Where the registers sit:
Scale bar: 100 um. Other sequential cells in the stronger gray, the rest of the logic in the fainter gray.
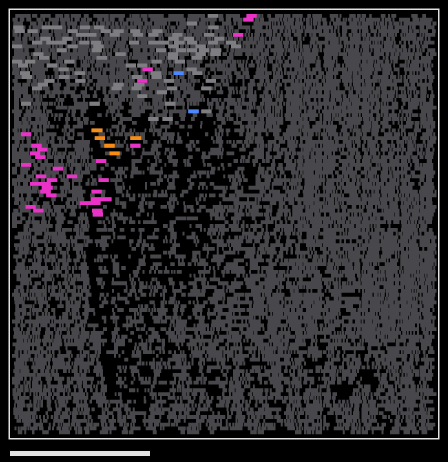
I/O pins on the die edge:
Pins as bars across the die edge, other pins in gray.
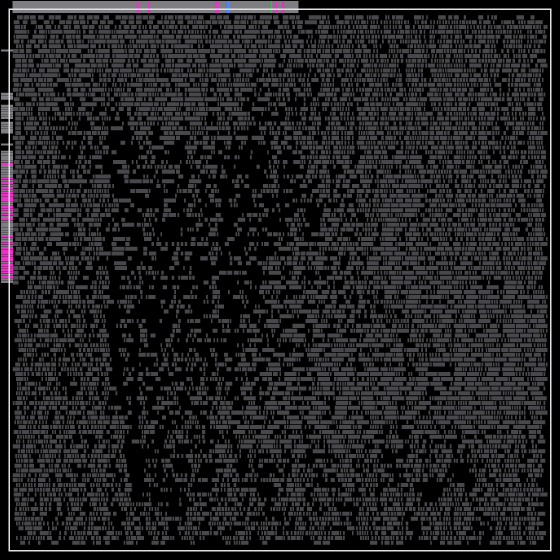
Gate-type map:
Scale bar: 100 um.
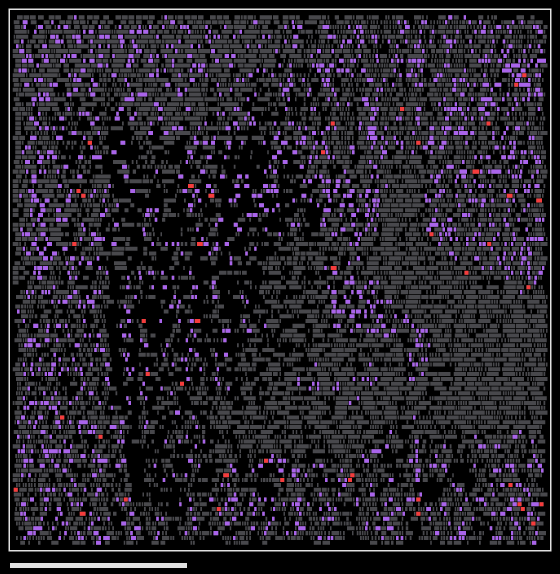
Clock nets:
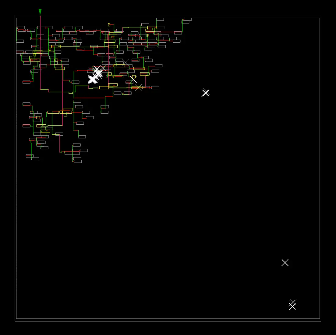
Metal layers overlaid:
Two of the layers only.
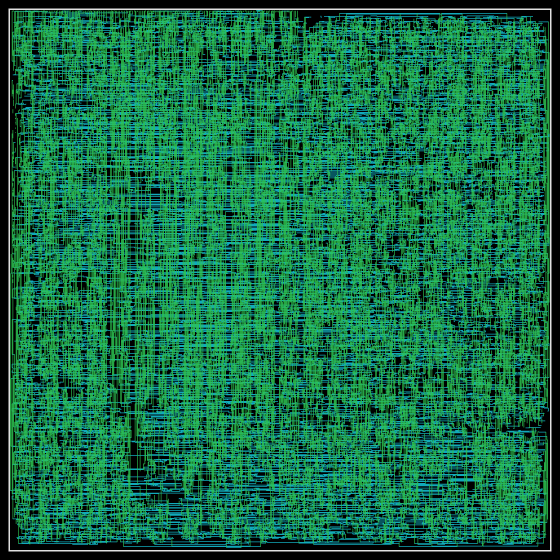
File: config.mk
export PLATFORM = sky130hd
export DESIGN_NAME = alu_arbiter
export DESIGN_NICKNAME = d
export VERILOG_FILES = /design/src/rtl/alu_pkg.sv /design/src/rtl/alu_wrapper.sv /design/src/rtl/alu_arbiter.sv
export SDC_FILE = /design/constraint.sdc
export NUM_CORES = 2
export LEC_CHECK = 0
export ABC_AREA = 1
export CAP_MARGIN = 20
export CORE_UTILIZATION = 60
export CTS_CLUSTER_DIAMETER = 200
export DETAILED_ROUTE_END_ITERATION = 6
export HOLD_SLACK_MARGIN = 0.05
export PLACE_DENSITY = 0.79
export SYNTH_ARGS = -nofsm -noshare
export SYNTH_HDL_FRONTEND = slang
export SYNTH_SLANG_ARGS = --single-unit
File: constraint.sdc
create_clock -name clk -period 81 [get_ports clk]
set_clock_uncertainty 0.2 [all_clocks]
set_input_delay 8.1 -clock clk [delete_from_list [all_inputs] [get_ports clk]]
set_output_delay 8.1 -clock clk [all_outputs]
set_load 0.01 [all_outputs]
File: src/rtl/alu_pkg.sv
// -----------------------------------------------------------------------------
// alu_pkg
// Shared definitions for the two-requester ALU arbiter and its ALU wrapper:
//   - DATA_W_DEFAULT : default operand/result width
//   - OPC_*          : 5-bit instruction opcodes presented by requesters
//   - ALU_*          : 3-bit internal ALU operation codes
//   - state_e        : arbiter FSM states
//   - decode_opcode  : maps an instruction opcode to ALU op, operand select
//                      and result source
// -----------------------------------------------------------------------------
package alu_pkg;

  localparam int DATA_W_DEFAULT = 32;

  // Instruction opcodes
  localparam logic [4:0] OPC_ADD   = 5'd0;
  localparam logic [4:0] OPC_ADDI  = 5'd1;
  localparam logic [4:0] OPC_SUB   = 5'd2;
  localparam logic [4:0] OPC_SUBI  = 5'd3;
  localparam logic [4:0] OPC_MUL   = 5'd4;
  localparam logic [4:0] OPC_DIV   = 5'd5;
  localparam logic [4:0] OPC_AND   = 5'd6;
  localparam logic [4:0] OPC_ANDI  = 5'd7;
  localparam logic [4:0] OPC_OR    = 5'd8;
  localparam logic [4:0] OPC_ORI   = 5'd9;
  localparam logic [4:0] OPC_NOT   = 5'd10;
  localparam logic [4:0] OPC_XOR   = 5'd11;
  localparam logic [4:0] OPC_XORI  = 5'd12;
  localparam logic [4:0] OPC_CMP   = 5'd13;
  localparam logic [4:0] OPC_LD    = 5'd14;
  localparam logic [4:0] OPC_ST    = 5'd15;
  localparam logic [4:0] OPC_MOVEH = 5'd16;
  localparam logic [4:0] OPC_MOVEL = 5'd17;

  // Internal ALU operations
  localparam logic [2:0] ALU_ADD = 3'd0;
  localparam logic [2:0] ALU_SUB = 3'd1;
  localparam logic [2:0] ALU_MUL = 3'd2;
  localparam logic [2:0] ALU_DIV = 3'd3;
  localparam logic [2:0] ALU_AND = 3'd4;
  localparam logic [2:0] ALU_OR  = 3'd5;
  localparam logic [2:0] ALU_XOR = 3'd6;
  localparam logic [2:0] ALU_NOT = 3'd7;

  typedef enum logic [1:0] {
    ST_IDLE = 2'd0,
    ST_EXEC = 2'd1,
    ST_RESP = 2'd2
  } state_e;

  // Where the wrapper's result comes from
  typedef enum logic [2:0] {
    RES_ALU   = 3'd0,  // ALU core result
    RES_CMP   = 3'd1,  // flags from a-b, data forced to zero
    RES_MOVEH = 3'd2,  // imm low half into upper half of a
    RES_MOVEL = 3'd3,  // imm low half into lower half of a
    RES_NONE  = 3'd4   // unknown opcode: zero data, zero flags
  } res_sel_e;

  typedef struct packed {
    logic [2:0] alu_op;
    logic       use_imm;
    res_sel_e   res_sel;
  } op_decode_t;

  function automatic op_decode_t decode_opcode(input logic [4:0] opcode);
    op_decode_t d;
    d.alu_op  = ALU_ADD;
    d.use_imm = 1'b0;
    d.res_sel = RES_ALU;
    case (opcode)
      OPC_ADD:   d.alu_op = ALU_ADD;
      OPC_ADDI:  begin d.alu_op = ALU_ADD; d.use_imm = 1'b1; end
      OPC_SUB:   d.alu_op = ALU_SUB;
      OPC_SUBI:  begin d.alu_op = ALU_SUB; d.use_imm = 1'b1; end
      OPC_MUL:   d.alu_op = ALU_MUL;
      OPC_DIV:   d.alu_op = ALU_DIV;
      OPC_AND:   d.alu_op = ALU_AND;
      OPC_ANDI:  begin d.alu_op = ALU_AND; d.use_imm = 1'b1; end
      OPC_OR:    d.alu_op = ALU_OR;
      OPC_ORI:   begin d.alu_op = ALU_OR; d.use_imm = 1'b1; end
      OPC_NOT:   d.alu_op = ALU_NOT;
      OPC_XOR:   d.alu_op = ALU_XOR;
      OPC_XORI:  begin d.alu_op = ALU_XOR; d.use_imm = 1'b1; end
      OPC_CMP:   begin d.alu_op = ALU_SUB; d.res_sel = RES_CMP; end
      // LD/ST produce the effective address a + imm
      OPC_LD,
      OPC_ST:    begin d.alu_op = ALU_ADD; d.use_imm = 1'b1; end
      OPC_MOVEH: d.res_sel = RES_MOVEH;
      OPC_MOVEL: d.res_sel = RES_MOVEL;
      default:   d.res_sel = RES_NONE;
    endcase
    return d;
  endfunction

endpackage

File: src/rtl/alu_wrapper.sv
// -----------------------------------------------------------------------------
// alu_wrapper
// Purely combinational ALU. Decodes a 5-bit instruction opcode and produces a
// DATA_W-bit result plus two flags. All arithmetic wraps at DATA_W bits; MUL
// keeps the low DATA_W bits; DIV by zero returns all ones.
// flags[1] = sign bit of the evaluated value, flags[0] = evaluated value is 0.
// For CMP the evaluated value is a-b and out is 0. Unknown opcodes give
// out = 0 and flags = 0. DATA_W is expected to be even for MOVEH/MOVEL.
// Ports:
//   a, b, imm : operands (imm replaces b for the immediate forms)
//   opcode    : 5-bit instruction opcode
//   out       : result
//   flags     : {sign, zero}
// -----------------------------------------------------------------------------
module alu_wrapper
  import alu_pkg::*;
#(
  parameter int DATA_W = DATA_W_DEFAULT
) (
  input  logic [DATA_W-1:0] a,
  input  logic [DATA_W-1:0] b,
  input  logic [DATA_W-1:0] imm,
  input  logic [4:0]        opcode,
  output logic [DATA_W-1:0] out,
  output logic [1:0]        flags
);

  localparam int HALF_W = DATA_W / 2;

  op_decode_t        w_dec;
  logic [DATA_W-1:0] w_opb;
  logic [DATA_W-1:0] w_core;
  logic [DATA_W-1:0] w_flag_src;

  assign w_dec = decode_opcode(opcode);
  assign w_opb = w_dec.use_imm ? imm : b;

  // NOTE: every variable written in a combinational block gets a default
  // first, so no path leaves it unassigned and no latch is inferred.
  always_comb begin
    w_core = '0;
    case (w_dec.alu_op)
      ALU_ADD: w_core = a + w_opb;
      ALU_SUB: w_core = a - w_opb;
      ALU_MUL: w_core = a * w_opb;
      ALU_DIV: w_core = (w_opb == '0) ? '1 : a / w_opb;
      ALU_AND: w_core = a & w_opb;
      ALU_OR:  w_core = a | w_opb;
      ALU_XOR: w_core = a ^ w_opb;
      ALU_NOT: w_core = ~a;
      default: w_core = '0;
    endcase
  end

  always_comb begin
    out        = '0;
    flags      = '0;
    w_flag_src = '0;
    case (w_dec.res_sel)
      RES_ALU:   out = w_core;
      RES_MOVEH: out = {imm[HALF_W-1:0], a[DATA_W-HALF_W-1:0]};
      RES_MOVEL: out = {a[DATA_W-1:HALF_W], imm[HALF_W-1:0]};
      default:   out = '0;
    endcase
    w_flag_src = (w_dec.res_sel == RES_CMP) ? w_core : out;
    if (w_dec.res_sel != RES_NONE) begin
      flags = {w_flag_src[DATA_W-1], (w_flag_src == '0)};
    end
  end

endmodule

File: src/rtl/alu_arbiter.sv
// -----------------------------------------------------------------------------
// alu_arbiter
// Shares one alu_wrapper between two requesters. A three-state FSM
// (IDLE -> EXEC -> RESP) accepts one operation at a time, round-robin on ties,
// executes it from captured registers and holds the result until the owning
// requester takes it.
// Timing: accept edge k, result registered at edge k+1, rspN_valid from then
// until the rspN_ready handshake; minimum issue interval is 3 cycles.
// Ports:
//   clk, rst                 : clock, synchronous active-high reset
//   reqN_valid / reqN_ready  : request handshake (ready combinational in IDLE)
//   reqN_opcode, reqN_a/b/imm: operation presented by requester N
//   rspN_valid / rspN_ready  : response handshake for requester N
//   rsp_data, rsp_flags      : shared registered result bus
// -----------------------------------------------------------------------------
module alu_arbiter
  import alu_pkg::*;
#(
  parameter int DATA_W = DATA_W_DEFAULT
) (
  input  logic              clk,
  input  logic              rst,
  input  logic              req0_valid,
  output logic              req0_ready,
  input  logic [4:0]        req0_opcode,
  input  logic [DATA_W-1:0] req0_a,
  input  logic [DATA_W-1:0] req0_b,
  input  logic [DATA_W-1:0] req0_imm,
  input  logic              req1_valid,
  output logic              req1_ready,
  input  logic [4:0]        req1_opcode,
  input  logic [DATA_W-1:0] req1_a,
  input  logic [DATA_W-1:0] req1_b,
  input  logic [DATA_W-1:0] req1_imm,
  output logic              rsp0_valid,
  input  logic              rsp0_ready,
  output logic              rsp1_valid,
  input  logic              rsp1_ready,
  output logic [DATA_W-1:0] rsp_data,
  output logic [1:0]        rsp_flags
);

  state_e            r_state;
  state_e            w_next_state;

  logic              r_last_grant;  // ID granted most recently
  logic              r_owner;       // ID of the operation in flight
  logic [4:0]        r_opcode;
  logic [DATA_W-1:0] r_a;
  logic [DATA_W-1:0] r_b;
  logic [DATA_W-1:0] r_imm;
  logic [DATA_W-1:0] r_result;
  logic [1:0]        r_flags;

  logic              w_accept;
  logic              w_grant_id;
  logic              w_owner_rsp_ready;
  logic [4:0]        w_sel_opcode;
  logic [DATA_W-1:0] w_sel_a;
  logic [DATA_W-1:0] w_sel_b;
  logic [DATA_W-1:0] w_sel_imm;
  logic [DATA_W-1:0] w_alu_out;
  logic [1:0]        w_alu_flags;

  // The ALU only ever sees the captured operands, never the live request
  // buses, so requesters may change their inputs once accepted.
  alu_wrapper #(
    .DATA_W (DATA_W)
  ) u_alu (
    .a      (r_a),
    .b      (r_b),
    .imm    (r_imm),
    .opcode (r_opcode),
    .out    (w_alu_out),
    .flags  (w_alu_flags)
  );

  assign w_owner_rsp_ready = r_owner ? rsp1_ready : rsp0_ready;

  assign w_sel_opcode = w_grant_id ? req1_opcode : req0_opcode;
  assign w_sel_a      = w_grant_id ? req1_a      : req0_a;
  assign w_sel_b      = w_grant_id ? req1_b      : req0_b;
  assign w_sel_imm    = w_grant_id ? req1_imm    : req0_imm;

  // Next state and handshake outputs. Outputs are held low while rst is high
  // so nothing is offered or accepted during reset.
  always_comb begin
    w_next_state = r_state;
    w_accept     = 1'b0;
    w_grant_id   = 1'b0;
    req0_ready   = 1'b0;
    req1_ready   = 1'b0;
    rsp0_valid   = 1'b0;
    rsp1_valid   = 1'b0;
    if (!rst) begin
      case (r_state)
        ST_IDLE: begin
          if (req0_valid || req1_valid) begin
            w_accept = 1'b1;
            // Tie goes to the requester not granted last; a lone requester
            // wins regardless of the pointer.
            if (req0_valid && req1_valid) begin
              w_grant_id = ~r_last_grant;
            end else begin
              w_grant_id = req1_valid;
            end
            req0_ready   = ~w_grant_id;
            req1_ready   = w_grant_id;
            w_next_state = ST_EXEC;
          end
        end
        ST_EXEC: begin
          w_next_state = ST_RESP;
        end
        ST_RESP: begin
          rsp0_valid = ~r_owner;
          rsp1_valid = r_owner;
          // Only the owner's ready is looked at; the other one is ignored.
          if (w_owner_rsp_ready) begin
            w_next_state = ST_IDLE;
          end
        end
        default: begin
          w_next_state = ST_IDLE;
        end
      endcase
    end
  end

  // NOTE: sequential state uses non-blocking assignments so every register
  // samples the pre-edge values, independent of statement order.
  always_ff @(posedge clk) begin
    if (rst) begin
      r_state <= ST_IDLE;
    end else begin
      r_state <= w_next_state;
    end
  end

  // NOTE: these are plain registers, not a memory, so all of them are reset
  // to zero; an operation in flight is discarded by reset.
  always_ff @(posedge clk) begin
    if (rst) begin
      r_last_grant <= 1'b1;  // requester 0 wins the first tie
      r_owner      <= 1'b0;
      r_opcode     <= '0;
      r_a          <= '0;
      r_b          <= '0;
      r_imm        <= '0;
      r_result     <= '0;
      r_flags      <= '0;
    end else begin
      if (w_accept) begin
        r_last_grant <= w_grant_id;
        r_owner      <= w_grant_id;
        r_opcode     <= w_sel_opcode;
        r_a          <= w_sel_a;
        r_b          <= w_sel_b;
        r_imm        <= w_sel_imm;
      end
      if (r_state == ST_EXEC) begin
        r_result <= w_alu_out;
        r_flags  <= w_alu_flags;
      end
    end
  end

  assign rsp_data  = r_result;
  assign rsp_flags = r_flags;

endmodule

==> reports/results.txt <==
CTS H-tree lvls: 4
CP most frequent cell: nand2_1
Stage-log warning count: 63
Ys async rst share: 0%
Hold WC Path Type: reg2reg
Hold_ws: 271 ps
Final Hold Violating Endpoints: 0
CP max FO: 20
Chip area: 0.0929 mm^2
Crit path capture type: flop
Gr ovfl total: 0
Status: finished with violations
Yosys reg bits: 139
Final Util: 68.2%
Slew HR: 18.5%
I/O pin cnt: 246
Setup ws final: 4570 ps
Final Max Slew Viols: 0
Top_reg_cell synth: dfxtp_1
Fillers: 7894
# setup viols final: 0
Max cap viols: 0
CP max stage cell: a21oi_1
Yosys stat cell total: 8653
Top Layout Cells: 2164 x nand2_1, 1502 x inv_1, 731 x ha_1
Fmax: 0.0131 GHz
Post-DP HPWL: 193000 um
Count of library flops with an enable pin: 0
Initial drt markers: 9530
Deepest clock path buffer count: 2
Routed Antenna Nets: 0
Worst slack, placed: -1750 ps
Failing checks: DRC
Reg2reg path depth: 521
CTS Sinks: 139
Layout Cells excl Fill: 10082
Root Driver: clkbuf_16
Mapped Avg Cell Area: 6.35 um^2
Placed Area: 0.0590 mm^2
Setup TNS: 0 ps
Pre-antenna DRT Iters: 7
Final critical-path required period: 76430 ps
Via density: 6.37
Setup crit start kind: flop
Syn Nets: 10004
Row count: 110
CTS tree: done
Final #Nets: 10230
# DRC: 145
Late-Pin Clk Latency: 450 ps
Cycle use final: 94.4%
Post-Syn Area: 0.0550 mm^2
Worst-margin pin slew: 1190 ps
Post-synth cell types: 69
Fp_density: 60.8%
Seq/Total Area, Yosys: 5.06%
Design Area, Final: 0.0616 mm^2
Placeable core area: 0.0904 mm^2
Yosys warning count: 0
P&R area growth vs syn: 12.1%
About 'where the registers sit':
[r_opcode] orange | flops: 5
[rsp_flags] blue | flops: 2
[r_a] magenta | flops: 32

About 'I/O pins on the die edge':
[rsp1_valid] green | pins: 1 | direction: output | edge: north
[rsp_flags] blue | pins: 2 | direction: output | edge: north
[req1_a] magenta | pins: 32 | direction: input | edge: 25 west, 7 north
all pins by edge: 175 north, 71 west
IO buf count: 245
die width: 305 um
die height: 305 um

About 'gate-type map':
[aoi and oai cells] purple | cells: 1487 | most used: a21oi_1 | where: spread over the die
[non-inverting ao/oa cells] red | cells: 44 | most used: o21a_1 | where: spread over the die

About 'clock nets':
registers: 139
total CTS buffers: 17

About 'metal layers overlaid':
[metal 2] green | wire length: 101 mm
[metal 1] cyan | wire length: 90.4 mm
WL per Instance: 25.5 um
vias: 64231
Routed Wire Length: 257000 um
Global Route Usage Sum: 52.7%

==> state kept, by name, indices dropped and copies added (netlist names) <==
register / count
r_opcode: 5
r_a: 32
rsp_data: 32
r_state: 2
r_b: 32
r_imm: 32
r_owner: 1
rsp_flags: 2
r_last_grant: 1
==> final cells by class <==
class	count	area, um^2	share of cell area [%]
multi-input combinational	6660	46300	75.1
inverter	1577	5950	9.65
timing repair buffer	480	4470	7.26
sequential	139	2790	4.52
tap	1176	1470	2.39
clock buffer	18	429	0.696
clock inverter	14	194	0.315
antenna	14	35.0	0.0568
timing repair inverter	4	22.5	0.0365
==> synth_stat cells (all sizes together) (139+ instances only) <==
| cell type | instances | area [um^2] |
|---|---|---|
| nand2 | 2226 | 8500 |
| inv | 1554 | 5840 |
| ha | 734 | 9180 |
| nor2 | 643 | 2540 |
| a21oi | 547 | 2750 |
| o21ai | 545 | 2740 |
| fa | 409 | 8190 |
| nand3 | 322 | 1650 |
| xor2 | 292 | 2560 |
| clkbuf | 224 | 841 |
| xnor2 | 164 | 1440 |
| dfxtp | 139 | 2780 |
==> routing by layer <==
| layer | vias to the layer above | global-route usage [%] | share of wire, % |
|---|---|---|---|
| li1 | 28235 | - | - |
| met5 | - | 1.40 | 0.066 |
| met2 | 5021 | 75.5 | 39 |
| met1 | 29474 | 64.3 | 35 |
| met4 | 20 | 38.1 | 9.6 |
| met3 | 1481 | 19.9 | 16 |
==> final timing paths <==
check                             startpoint           end  slack (ps)
worst min register to register  rsp_data[20]  rsp_data[20]         270
worst max-delay path             r_opcode[4]  rsp_flags[0]        4570
worst min-delay path            rsp_data[20]  rsp_data[20]         270
worst max register to register   r_opcode[4]  rsp_flags[0]        4570
==> critical path, delay by kind of cell (launching register included) <==
kind | cells | cell delay [ps]
DFF | 1 | 400
AOI/OAI and AO/OA | 166 | 29380
adders and majority gates | 31 | 10040
and+or+nand+nor | 243 | 27110
buffers and inverters | 81 | 8990
==> what timing repair did <==
| item | CTS | global route |
|---|---|---|
| gates resized | 19 | 313 |
| hold buffers | 0 | 0 |
| pin swaps | 3 | 48 |
| setup buffers | 1 | 77 |
| gates cloned | 5 | 14 |
| endpoints found under the setup margin | 2 | 5 |
==> kinds of logic after synthesis <==
| kind of cell | share of synthesized area [%] |
|---|---|
| buf+inv | 13.0 |
| xor+xnor | 7.26 |
| mux | 0.127 |
| fa+ha+maj | 31.6 |
| simple gates | 26.6 |
| flops | 5.06 |
| compound gates | 16.4 |
